## src/rtl/sobel_pkg.sv

```systemverilog
// sobel_pkg: shared definitions for the Sobel 3x3 window generator.
//   - default image geometry, RGB->grey coefficients, pixel type
//   - FSM state enum, stage-1 pipeline struct
//   - rgb2gray(): grey conversion; with GRAY_ROUND_EN defined the result is
//     rounded (+128 before the shift), otherwise truncated. Both builds share
//     the same latency because the function is purely combinational.
package sobel_pkg;

    localparam int IMG_W_DEF = 160;
    localparam int IMG_H_DEF = 120;

    localparam logic [7:0] COEF_R = 8'd77;
    localparam logic [7:0] COEF_G = 8'd150;
    localparam logic [7:0] COEF_B = 8'd29;

    typedef logic [7:0] pix_t;

    typedef enum logic [1:0] {
        IDLE,
        FILL,
        STREAM,
        DONE
    } state_t;

    // Stage-1 register: grey pixel plus the two line-buffer words for its column.
    typedef struct packed {
        logic shift;
        pix_t gray;
        pix_t l1;
        pix_t l2;
    } s1_t;

    // Coefficients sum to 256, so the 16-bit sum never overflows (max 65408).
    function automatic pix_t rgb2gray(input pix_t r, input pix_t g, input pix_t b);
        logic [15:0] acc;
        acc = 16'(COEF_R) * 16'(r) + 16'(COEF_G) * 16'(g) + 16'(COEF_B) * 16'(b);
`ifdef GRAY_ROUND_EN
        acc = acc + 16'd128;
`else
        acc = acc + 16'd0;
`endif
        return acc[15:8];
    endfunction

endpackage

```

## src/rtl/sobel_line_buf.sv

```systemverilog
// sobel_line_buf: single-port line buffer, DEPTH x 8 bit.
//   sys_clk_i : clock, rising edge
//   addr      : shared read/write address (column)
//   we        : write enable, write lands on the rising edge
//   wr_data   : word to store
//   rd_data   : word held at addr before this cycle's write (read-before-write);
//               the caller captures it in its first pipeline register.
// Contents are never reset; stale data is masked by the window-valid gating.
module sobel_line_buf
    import sobel_pkg::*;
#(
    parameter int DEPTH = IMG_W_DEF,
    parameter int AW    = (DEPTH > 1) ? $clog2(DEPTH) : 1
) (
    input  logic          sys_clk_i,
    input  logic [AW-1:0] addr,
    input  logic          we,
    input  pix_t          wr_data,
    output pix_t          rd_data
);

    pix_t mem [DEPTH];

    assign rd_data = mem[addr];

    always_ff @(posedge sys_clk_i) begin
        if (we) mem[addr] <= wr_data;
    end

endmodule

```

## src/rtl/sobel_window_gen.sv

```systemverilog
// sobel_window_gen: RGB stream -> 3x3 grey window for a Sobel filter.
//   sys_clk_i / sys_rst_ni : clock, async active-low reset
//   pix_valid_i, sof_i     : pixel strobe and start-of-frame (qualified by strobe)
//   data_{red,green,blue}_i: 8-bit colour channels
//   win_o                  : 3x3 window, [71:64]=p00 (oldest) .. [7:0]=p22 (newest)
//   win_valid_o            : window valid, 2 cycles after a pixel with row>=2, col>=2
//   frame_done_o           : 1-cycle pulse, 2 cycles after the last pixel of a frame
// Build option: GRAY_ROUND_EN selects rounded grey conversion (see sobel_pkg).
// Pipeline: stage 1 registers grey + both line-buffer words, stage 2 shifts the
// window. Only accepted pixels move data; the valid shift registers run every cycle.
module sobel_window_gen
    import sobel_pkg::*;
#(
    parameter int IMG_W = IMG_W_DEF,
    parameter int IMG_H = IMG_H_DEF
) (
    input  logic        sys_clk_i,
    input  logic        sys_rst_ni,
    input  logic        pix_valid_i,
    input  logic        sof_i,
    input  pix_t        data_red_i,
    input  pix_t        data_green_i,
    input  pix_t        data_blue_i,
    output logic [71:0] win_o,
    output logic        win_valid_o,
    output logic        frame_done_o
);

    localparam int CW     = (IMG_W > 1) ? $clog2(IMG_W) : 1;
    localparam int RW     = (IMG_H > 1) ? $clog2(IMG_H) : 1;
    localparam int STAGES = 2;

    state_t          state_q;
    logic [CW-1:0]   col_q, cur_col, nxt_col;
    logic [RW-1:0]   row_q, cur_row, nxt_row;
    logic            take, eol, last, win_gate;
    pix_t            gray;
    logic [1:0][7:0] lb_rd;
    s1_t             s1_q;
    logic [STAGES:1] vld_pipe, done_pipe;
    logic [8:0][7:0] win_q;

    // A pixel is taken when it starts a frame or belongs to a running one.
    // sof_i forces the pixel to index 0 regardless of the stored counters.
    always_comb begin
        take     = pix_valid_i && (sof_i || state_q == FILL || state_q == STREAM);
        cur_col  = sof_i ? '0 : col_q;
        cur_row  = sof_i ? '0 : row_q;
        eol      = (cur_col == CW'(IMG_W - 1));
        last     = eol && (cur_row == RW'(IMG_H - 1));
        nxt_col  = eol ? '0 : cur_col + CW'(1);
        nxt_row  = eol ? (last ? '0 : cur_row + RW'(1)) : cur_row;
        win_gate = take && (cur_row >= RW'(2)) && (cur_col >= CW'(2));
    end

    assign gray = rgb2gray(data_red_i, data_green_i, data_blue_i);

    // Cascaded line buffers: lb[0] holds the previous line, lb[1] the one before.
    for (genvar i = 0; i < 2; i++) begin : g_lb
        pix_t wr_d;
        if (i == 0) begin : g_head
            assign wr_d = gray;
        end else begin : g_tail
            assign wr_d = lb_rd[i-1];
        end
        sobel_line_buf #(
            .DEPTH (IMG_W),
            .AW    (CW)
        ) u_lb (
            .sys_clk_i (sys_clk_i),
            .addr      (cur_col),
            .we        (take),
            .wr_data   (wr_d),
            .rd_data   (lb_rd[i])
        );
    end

    always_ff @(posedge sys_clk_i or negedge sys_rst_ni) begin
        if (!sys_rst_ni) begin
            state_q <= IDLE;
            col_q   <= '0;
            row_q   <= '0;
        end else begin
            if (take) begin
                col_q <= nxt_col;
                row_q <= nxt_row;
            end
            case (state_q)
                IDLE:    if (take) state_q <= FILL;
                FILL:    if (take && !sof_i && eol && cur_row == RW'(1)) state_q <= STREAM;
                STREAM:  if (take) begin
                             if (sof_i)     state_q <= FILL;
                             else if (last) state_q <= DONE;
                         end
                DONE:    state_q <= take ? FILL : IDLE;
                default: state_q <= IDLE;
            endcase
        end
    end

    always_ff @(posedge sys_clk_i or negedge sys_rst_ni) begin
        if (!sys_rst_ni) begin
            vld_pipe  <= '0;
            done_pipe <= '0;
            s1_q      <= '0;
            win_q     <= '0;
        end else begin
            vld_pipe  <= {vld_pipe[STAGES-1:1], win_gate};
            done_pipe <= {done_pipe[STAGES-1:1], take && last};
            s1_q.shift <= take;
            if (take) begin
                s1_q.gray <= gray;
                s1_q.l1   <= lb_rd[0];
                s1_q.l2   <= lb_rd[1];
            end
            // Each row shifts left; new column is {line2, line1, gray}.
            if (s1_q.shift) begin
                win_q[8:6] <= {win_q[7:6], s1_q.l2};
                win_q[5:3] <= {win_q[4:3], s1_q.l1};
                win_q[2:0] <= {win_q[1:0], s1_q.gray};
            end
        end
    end

    assign win_o        = win_q;
    assign win_valid_o  = vld_pipe[STAGES];
    assign frame_done_o = done_pipe[STAGES];

endmodule

```

## config.mk

```make
export PLATFORM = sky130hd
export DESIGN_NAME = sobel_window_gen
export DESIGN_NICKNAME = d
export VERILOG_FILES = /design/src/rtl/sobel_pkg.sv /design/src/rtl/sobel_line_buf.sv /design/src/rtl/sobel_window_gen.sv
export SDC_FILE = /design/constraint.sdc
export NUM_CORES = 2
export LEC_CHECK = 0
export ABC_AREA = 1
export CAP_MARGIN = 20
export CORE_MARGIN = 2
export CORE_UTILIZATION = 30
export CTS_BUF_LIST = sky130_fd_sc_hd__clkbuf_16
export DETAILED_ROUTE_END_ITERATION = 16
export DONT_BUFFER_PORTS = 1
export PLACE_DENSITY = 0.41
export SKIP_LAST_GASP = 1
export SYNTH_ARGS = -nofsm -noshare
export SYNTH_HDL_FRONTEND = slang
export SYNTH_HIERARCHICAL = 1
export SYNTH_SLANG_ARGS = --single-unit
```

## constraint.sdc

```tcl
create_clock -name sys_clk_i -period 8.5 [get_ports sys_clk_i]
set_input_delay 2.55 -clock sys_clk_i [delete_from_list [all_inputs] [get_ports sys_clk_i]]
set_output_delay 2.55 -clock sys_clk_i [all_outputs]
set_load 0.02 [all_outputs]
```

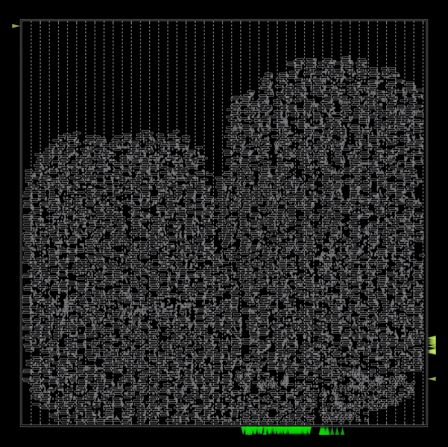
(cell placement)
sequential cell area share: 61.0%
Seq Cell Count: 2678
# rows: 225

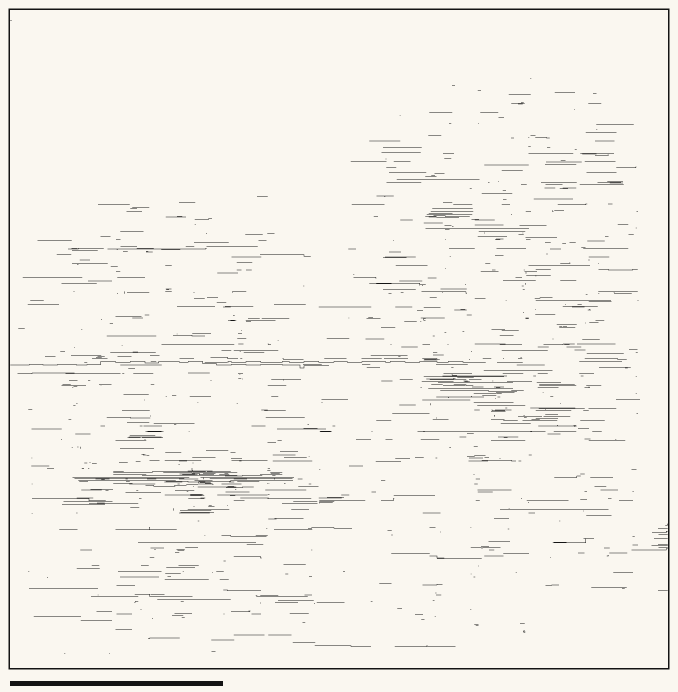
(metal 3)
Bar = 200 um.
nets with wire on the layer = 433
longest straight run = 110 um
final WL: 370000 um
met3 Use GR: 2.02%
vias: 74500

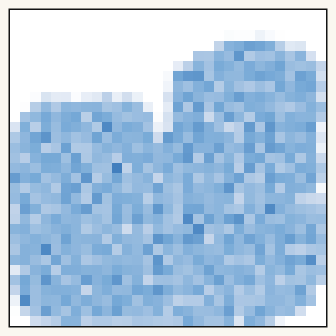
(placement density heat map)
31 x 31 tiles, from white (low) to dark blue (high), 0 to 100% covered.
nearly empty tiles = 21%
emptiest ninth of the die = north-west
fullest tile = 68%
mean over tiles = 33%
final design utilization: 34.9%
FP Core Util: 30.1%
CORE AREA: 375000 sq um

==> impl_metrics.tcl <==
# flow metrics
set metrics [dict create \
    edf_count 2560 \
    ys.flops 2678 \
    setup_tns_ps 0 \
    antenna_found_initial 2 \
    io_buffers 0 \
    drcViolationCount 0 \
    common_cells "nand2_1, edfxtp_1, nor2_1, nand3_1, buf_2" \
    syn_area_per_cell_sq_um 10.9 \
    largest_register_ffs 2560 \
    r2r-end "g_lb[1].u_lb/mem[120][5]" \
    most_common_cell "nand2_1" \
    pre_cts_ws_ps -145 \
    placed_area_sq_um 121000 \
    cts_tree "built" \
    r2r_cells 17 \
    die_h_um 617 \
    wl_met1_um 166000 \
    worst_path_dominant_cell_family "adder cells" \
    cap_violations 0 \
    hp-start "vld_pipe[1]" \
    cts_setup_buffers 0 \
    ys_sh_adder_pct 1.97 \
    holdWs_ps 346 \
    n_all_buffers 397 \
    gr-total-overflow 0 \
    lay_top_count "nand2_1" \
    drive_above_1_share_pct 8.62 \
    drt_iter0_markers 6178 \
    fin_crit_sh_pct 91.5 \
    ys_area_sq_um 113000 \
    postRouteAntennaNets 0 \
    ctsHoldBuffers 0 \
    worstReg2RegStart "col_q[0]" \
    syn-num-nets 10500 \
    clockNetworkAreaShare_pct 7.45 \
    syn-cell-area_sq_um 113000 \
    logic_gate_count 6905 \
    final_cell_mix "nand2_1, edfxtp_1, nor2_1" \
    dieArea_sq_um 380000 \
    worstSetupEndpointType "flip-flop" \
    n_fill_cell 37300 \
    wl_met2_um 180000 \
    logic_family "simple AND/OR/NAND/NOR gates" \
    final_nets 10700 \
    clk_pin_slew_ps 60 \
    n_tap_cell 4994 \
    ys_seq_share_pct 70.9 \
    path_class "primary input to flip-flop" \
    grt_max_degree 151 \
    grt_pass1_wl_um 535000 \
    use_met1_pct 25.8 \
    finalSetupViolations 0 \
    top_area_cell "edfxtp_1" \
    cp.arrival_ps 8420 \
    grt.busiest_layer "met2" \
    comb_area_sq_um 30000 \
    clock_buffers 312 \
    top_cell_area_share_pct 68.2 \
    outcome "finished clean" \
    ys_cells 10300 \
    grt_pass1_vias 74000 \
    aoi_share_pct 2.40 \
    wl_met3_um 14400 \
    final_cells 15800 \
    crit_path_max_fanout 69 \
    die_w_um 617 \
    hold_violations 0 \
    inv_count 249 \
    clock_sinks 2678 \
    tool_warnings 47 \
    max_freq_mhz 129 \
    top_layer "met4" \
    worst-path-buf-inv 6 \
    dp_hpwl_um 226000 \
    worstHoldEndpoint "vld_pipe[2]" \
    numCtsBuffers 305 \
    cpPeakStageDelay_ps 550 \
    grt_usage_pct 19.1 \
    synthSimpleGateAreaFrac_pct 21.6 \
    cts_root_buf "clkbuf_16" \
    min_path_type "flip-flop to flip-flop" \
    antenna_cells 1 \
    place.gp.congestion 0.813 \
    area_leaders "edfxtp_1, nand2_1, dfrtp_1, nor2_1, a22oi_1" \
    dp.cells 15200 \
    firstDrtPassIters 8 \
    largest-register "g_lb.u_lb/mem" \
    required_ps 9140 \
    vias_per_cell 4.72 \
    mux_share_pct 0.230 \
    worst_pin_slew_ps 1230 \
    yosysWarningCount 6 \
    postSynthCellCount 10300 \
    crit_cells 26 \
    slew_headroom_pct 17.7 \
    ys_sh_xor_pct 0.124 \
    rsz0062_at_grt "no" \
    worstSetupEndpoint "g_lb[0].u_lb/mem[45][6]" \
    ctsResizeCount 0 \
    met2_usage_pct 32.6 \
    synthArstFlopShare_pct 4.41 \
    ys_types 45 \
    ctsHtreeMaxLevel 5 \
    seq_area_sq_um 79800 \
    nonClkBufAreaFrac_pct 3.08 \
    syn_to_final_growth_pct 16.1 \
    fin_ws_ps 720 \
    flop_cell "edfxtp_1" \
    startpoint_type "primary input" \
]
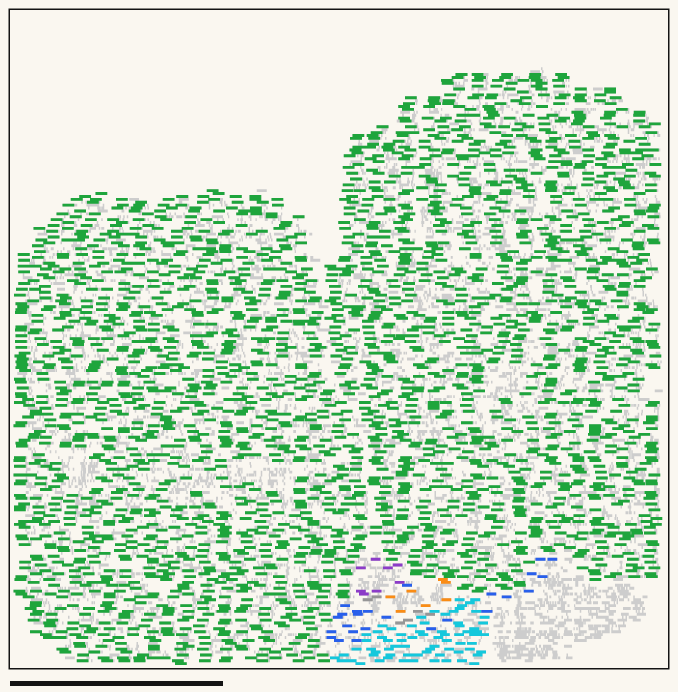
(register map, names as in the netlist)
Bar = 200 um. Other sequential cells in the stronger grey, the rest of the logic in the fainter grey.
win_o -> cyan  # sequential cells 72
col_q -> purple  # sequential cells 8, where south
s1_q -> blue  # sequential cells 25, where south
row_q -> orange  # sequential cells 7
g_lb.u_lb/mem -> green  # sequential cells 2560
not coloured = 6

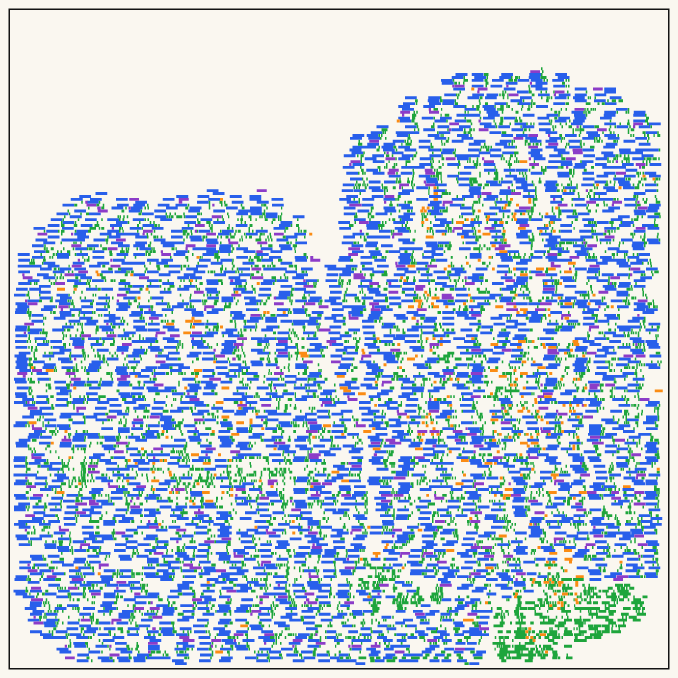
(cells coloured by class)
clock drivers and dummy loads -> purple  # cells 549
other buffers and delay cells -> orange  # cells 397
all other logic -> green  # cells 7154
flops -> blue  # cells 2678
Final Cell Area: 131000 sq um

